**config.mk**
```make
export PLATFORM = sky130hd
export DESIGN_NAME = dev_port_master
export DESIGN_NICKNAME = d
export VERILOG_FILES = /design/src/rtl/switch_pkg.sv /design/src/rtl/dev_port_rx.sv /design/src/rtl/dev_port_master.sv
export SDC_FILE = /design/constraint.sdc
export NUM_CORES = 1
export LEC_CHECK = 0
export ABC_AREA = 1
export ABC_CLOCK_PERIOD_IN_PS = 1400
export CORE_ASPECT_RATIO = 0.7
export CORE_MARGIN = 2
export CORE_UTILIZATION = 41
export CTS_CLUSTER_DIAMETER = 30
export CTS_CLUSTER_SIZE = 16
export DETAILED_ROUTE_END_ITERATION = 8
export PLACE_DENSITY = 0.67
export SYNTH_ARGS = -nofsm -noshare
export SYNTH_HDL_FRONTEND = slang
export SYNTH_SLANG_ARGS = --single-unit
```
**constraint.sdc**
```tcl
create_clock -name clk_i -period 1.4 [get_ports clk_i]
set_input_delay 0.28 -clock clk_i [delete_from_list [all_inputs] [get_ports clk_i]]
set_output_delay 0.28 -clock clk_i [all_outputs]
set_load 0.02 [all_outputs]
```
**src/rtl/switch_pkg.sv**
```systemverilog
// Shared definitions for the device-side switch port master:
// default widths and the TX/RX state encodings.
package switch_pkg;

    localparam int AW_DEV_DEF = 2;
    localparam int DW_DEF     = 4;
    localparam int TO_W_DEF   = 4;
    localparam int CW_DEF     = 8;

    typedef logic [1:0] fsm_state_t;

    // TX handshake states
    localparam logic [1:0] T_IDLE = 2'd0;
    localparam logic [1:0] T_REQ  = 2'd1;
    localparam logic [1:0] T_REL  = 2'd2;

    // RX handshake states
    localparam logic [1:0] R_IDLE = 2'd0;
    localparam logic [1:0] R_ACK  = 2'd1;
    localparam logic [1:0] R_GAP  = 2'd2;

endpackage

```
**src/rtl/dev_port_rx.sv**
```systemverilog
// Receive side of the device port: answers the switch port's validrx with
// ackrx, captures the FIFO head word and presents it on a local valid/ready
// interface. Counts captured words.
//
// state  | meaning
// -------+---------------------------------------------------------------
// R_IDLE | waiting for validrx with room in the local holding register
// R_ACK  | word captured, ackrx held until the port drops validrx
// R_GAP  | two cycles ignoring validrx (port view is two stages late)
module dev_port_rx
    import switch_pkg::*;
#(
    parameter int DW = DW_DEF,
    parameter int CW = CW_DEF
) (
    input  logic          clk_i,
    input  logic          rst_i,
    input  logic          sw_validrx_i,
    input  logic [DW-1:0] sw_dat_i,
    output logic          sw_ackrx_o,
    output logic          rx_valid_o,
    input  logic          rx_ready_i,
    output logic [DW-1:0] rx_dat_o,
    input  logic          clr_i,
    output logic [CW-1:0] rx_cnt_o
);

    fsm_state_t    r_state;
    logic          r_gap;
    logic          r_ackrx;
    logic          r_rx_valid;
    logic [DW-1:0] r_rx_dat;
    logic [CW-1:0] r_rx_cnt;
    logic          w_capture;

    // A capture needs a free holding register, or one being emptied this cycle
    assign w_capture = (r_state == R_IDLE) && sw_validrx_i && (!r_rx_valid || rx_ready_i);

    // Handshake sequencing towards the port; r_gap counts remaining gap cycles
    always_ff @(posedge clk_i) begin
        if (!rst_i) begin
            r_state <= R_IDLE;
            r_gap   <= 1'b0;
            r_ackrx <= 1'b0;
        end else begin
            case (r_state)
                R_IDLE: begin
                    if (w_capture) begin
                        r_state <= R_ACK;
                        r_ackrx <= 1'b1;
                    end
                end
                R_ACK: begin
                    if (!sw_validrx_i) begin
                        r_state <= R_GAP;
                        r_ackrx <= 1'b0;
                        r_gap   <= 1'b1;
                    end
                end
                R_GAP: begin
                    if (r_gap) begin
                        r_gap <= 1'b0;
                    end else begin
                        r_state <= R_IDLE;
                    end
                end
                default: begin
                    r_state <= R_IDLE;
                    r_ackrx <= 1'b0;
                    r_gap   <= 1'b0;
                end
            endcase
        end
    end

    // Local holding register: a new capture overrides the consume-clear
    always_ff @(posedge clk_i) begin
        if (!rst_i) begin
            r_rx_valid <= 1'b0;
            r_rx_dat   <= '0;
        end else if (w_capture) begin
            r_rx_valid <= 1'b1;
            r_rx_dat   <= sw_dat_i;
        end else if (rx_ready_i) begin
            r_rx_valid <= 1'b0;
        end
    end

    // Captured-word counter, clear has priority over increment
    always_ff @(posedge clk_i) begin
        if (!rst_i) begin
            r_rx_cnt <= '0;
        end else if (clr_i) begin
            r_rx_cnt <= '0;
        end else if (w_capture) begin
            r_rx_cnt <= r_rx_cnt + CW'(1);
        end
    end

    assign sw_ackrx_o = r_ackrx;
    assign rx_valid_o = r_rx_valid;
    assign rx_dat_o   = r_rx_dat;
    assign rx_cnt_o   = r_rx_cnt;

endmodule

```
**src/rtl/dev_port_master.sv**
```systemverilog
// Device-side master for one switch port: 4-phase TX handshake with stall
// detection and TX counter, plus the RX drain path in dev_port_rx.
//
// state  | meaning
// -------+---------------------------------------------------------------
// T_IDLE | ready for a local word (tx_ready_o high)
// T_REQ  | validtx held with stable dat/adr until acktx
// T_REL  | validtx dropped, waiting for the port to release acktx
module dev_port_master
    import switch_pkg::*;
#(
    parameter int AW_DEV = AW_DEV_DEF,
    parameter int DW     = DW_DEF,
    parameter int TO_W   = TO_W_DEF,
    parameter int CW     = CW_DEF
) (
    input  logic              clk_i,
    input  logic              rst_i,
    input  logic              tx_valid_i,
    output logic              tx_ready_o,
    input  logic [DW-1:0]     tx_dat_i,
    input  logic [AW_DEV-1:0] tx_adr_i,
    output logic              sw_validtx_o,
    output logic [DW-1:0]     sw_dat_o,
    output logic [AW_DEV-1:0] sw_adr_o,
    input  logic              sw_acktx_i,
    input  logic              sw_validrx_i,
    input  logic [DW-1:0]     sw_dat_i,
    output logic              sw_ackrx_o,
    output logic              rx_valid_o,
    input  logic              rx_ready_i,
    output logic [DW-1:0]     rx_dat_o,
    input  logic              clr_i,
    output logic              tx_stall_o,
    output logic [CW-1:0]     tx_cnt_o,
    output logic [CW-1:0]     rx_cnt_o
);

    fsm_state_t        r_tx_state;
    logic              r_tx_ready;
    logic              r_validtx;
    logic [DW-1:0]     r_dat;
    logic [AW_DEV-1:0] r_adr;
    logic [TO_W-1:0]   r_timer;
    logic              r_stall;
    logic [CW-1:0]     r_tx_cnt;
    logic              w_accept;
    logic              w_tx_done;

    assign w_accept  = (r_tx_state == T_IDLE) && r_tx_ready && tx_valid_i;
    assign w_tx_done = (r_tx_state == T_REQ) && sw_acktx_i;

    // TX handshake; ready is registered so it reads 0 through reset
    always_ff @(posedge clk_i) begin
        if (!rst_i) begin
            r_tx_state <= T_IDLE;
            r_tx_ready <= 1'b0;
            r_validtx  <= 1'b0;
            r_dat      <= '0;
            r_adr      <= '0;
        end else begin
            case (r_tx_state)
                T_IDLE: begin
                    r_tx_ready <= 1'b1;
                    if (w_accept) begin
                        r_tx_state <= T_REQ;
                        r_tx_ready <= 1'b0;
                        r_validtx  <= 1'b1;
                        r_dat      <= tx_dat_i;
                        r_adr      <= tx_adr_i;
                    end
                end
                T_REQ: begin
                    if (sw_acktx_i) begin
                        r_tx_state <= T_REL;
                        r_validtx  <= 1'b0;
                    end
                end
                T_REL: begin
                    if (!sw_acktx_i) begin
                        r_tx_state <= T_IDLE;
                        r_tx_ready <= 1'b1;
                    end
                end
                default: begin
                    r_tx_state <= T_IDLE;
                    r_tx_ready <= 1'b0;
                    r_validtx  <= 1'b0;
                end
            endcase
        end
    end

    // Stall down-counter: loaded on accept, flag fires once on the 1->0 step
    // so clr_i can drop the flag even while the request is still stuck
    always_ff @(posedge clk_i) begin
        if (!rst_i) begin
            r_timer <= '0;
            r_stall <= 1'b0;
        end else begin
            if (w_accept) begin
                r_timer <= '1;
            end else if ((r_tx_state == T_REQ) && !sw_acktx_i) begin
                if (r_timer != '0) begin
                    r_timer <= r_timer - TO_W'(1);
                end
            end else begin
                r_timer <= '0;
            end

            if (clr_i) begin
                r_stall <= 1'b0;
            end else if ((r_tx_state == T_REQ) && (r_timer == TO_W'(1))) begin
                r_stall <= 1'b1;
            end
        end
    end

    // Completed-handshake counter, clear has priority over increment
    always_ff @(posedge clk_i) begin
        if (!rst_i) begin
            r_tx_cnt <= '0;
        end else if (clr_i) begin
            r_tx_cnt <= '0;
        end else if (w_tx_done) begin
            r_tx_cnt <= r_tx_cnt + CW'(1);
        end
    end

    assign tx_ready_o   = r_tx_ready;
    assign sw_validtx_o = r_validtx;
    assign sw_dat_o     = r_dat;
    assign sw_adr_o     = r_adr;
    assign tx_stall_o   = r_stall;
    assign tx_cnt_o     = r_tx_cnt;

    dev_port_rx #(
        .DW (DW),
        .CW (CW)
    ) u_rx (
        .clk_i        (clk_i),
        .rst_i        (rst_i),
        .sw_validrx_i (sw_validrx_i),
        .sw_dat_i     (sw_dat_i),
        .sw_ackrx_o   (sw_ackrx_o),
        .rx_valid_o   (rx_valid_o),
        .rx_ready_i   (rx_ready_i),
        .rx_dat_o     (rx_dat_o),
        .clr_i        (clr_i),
        .rx_cnt_o     (rx_cnt_o)
    );

endmodule

```
==> images/route_heat.png <==
Drawn at 3 px/um. The die is cut into 17 by 12 equal tiles; dark purple is low, yellow is high, scaled to the fullest tile. Values are wire area over tile area, all layers added.
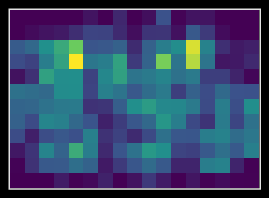
nearly empty tiles = 13%
tiles over half the peak = 6.9%
mean over tiles = 0.12
fullest tile = 0.47
overall track demand over capacity in global routing: 16.7%
detailed-route wire length per cell: 10.5 um

==> images/placed.png <==
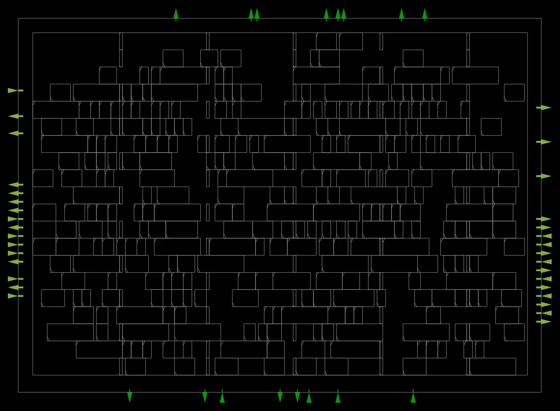
final cell count without fillers: 361
row cnt: 20
seq_cells: 40

==> images/layers.png <==
Drawn at 4 px/um. Only two layers are drawn.
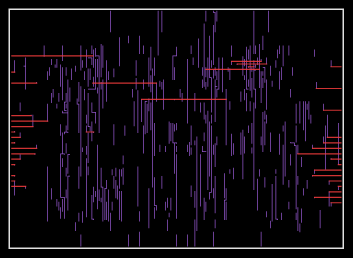
M2 -> purple  # wire length 1600 um
M3 -> red  # wire length 209 um
vias after detailed routing: 1673
sum of routed wire length over all layers: 3.80 mm

==> images/closeup.png <==
Window x 27 to 57, y 15 to 45 um. Cells in grey, sequential cells in the stronger grey; small squares are vias.
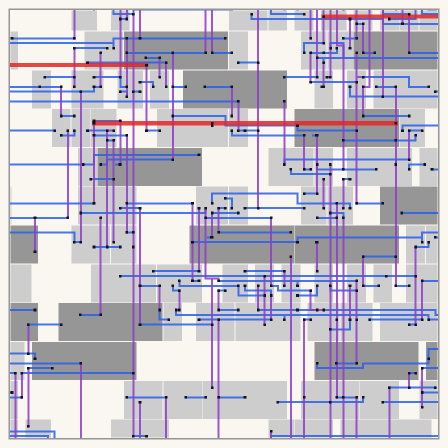
M3 -> red
M1 -> blue
M2 -> purple
most frequent = nand2_1 (11), dfxtp_1 (11), nor2_1 (8)
cells with their middle in the window = 72
sequential cells in the window = 11
netlist names of flops here include = r_timer (3), tx_cnt_o (3), u_rx.rx_cnt_o (2)

==> impl_metrics.tcl <==
# flow metrics
set metrics [dict create \
    worstHoldStart "u_rx.sw_ackrx_o" \
    critical_path_cell_count 1 \
    combinationalPower_uw 418 \
    stdcell_area_sq_um 2520 \
    p_sw_uw 659 \
    slowest_delay_ns 0.40 \
    fin_hold_ws_ns 0.464 \
    synth_xor_xnor_area_share_pct 2.44 \
    dr.first_iter.drc_count 80 \
    seqPwrFrac_pct 50.2 \
    grt_start_max_net_pins 13 \
    final.min_clock_period_ns 1.32 \
    critPathCaptureType "primary output" \
    dpl.cell_count 353 \
    post_cts_resized 31 \
    mappedNetlistNets 257 \
    clock_power_share_pct 32.6 \
    nets 327 \
    grt_pass1_wl_mm 6.80 \
    crit_required_ns 1.12 \
    slew_headroom_pct 83.0 \
    clk_latency_ns 0.28 \
    maxClockFrequency_mhz 755 \
    worst_hold_path.endpoint "u_rx.sw_ackrx_o" \
    cts_max_level 2 \
    share_of_post_route_cells_with_drive_strength_above_1_pct 14.4 \
    synthToLayoutAreaGrowth_pct 40.2 \
    vdd_ir_drop_max_mv 0.586 \
    layout_top_cell "sky130_fd_sc_hd__nand2_1" \
    power.density_cell_area_nw_per_um2 966 \
    number_of_stages_on_the_worst_hold_path 2 \
    totalPowerFinal_uw 2440 \
    postSynth.topFlopCell "sky130_fd_sc_hd__dfxtp_1" \
    avgSynthCellArea_sq_um 7.65 \
    outcome "complete, no violations" \
    drt_pass1_iterations 4 \
    die_height_um 59.4 \
    simple_gate_area_share_pct 31.0 \
    cpLargestDelayFamily "flip-flops" \
]
-- per-layer routing --
metal | part of all wire (%) | vias to the layer above | routed length (um)
li1 | - | 891 | -
met1 | 52 | 735 | 1980
met2 | 42 | 45 | 1600
met3 | 5.5 | 2 | 208
met4 | 0.16 | 0 | 6
met5 | 0 | - | 0
-- layout make-up --
type	instances	area [sq um]	area share (%)
clock buffers	7	86.3	3.42
clock inverters	1	7.51	0.298
inverters	30	115	4.57
multi-input cells	162	867	34.4
flip-flops and latches	40	801	31.8
well taps	55	68.8	2.73
repair buffers	66	576	22.8
-- registers in the layout, indices dropped and copies added, names as in the netlist, 2 cells and up --
name / flops
tx_cnt_o: 8
u_rx.rx_cnt_o: 8
r_timer: 4
sw_dat_o: 4
u_rx.rx_dat_o: 4
r_tx_state: 2
sw_adr_o: 2
u_rx.r_state: 2
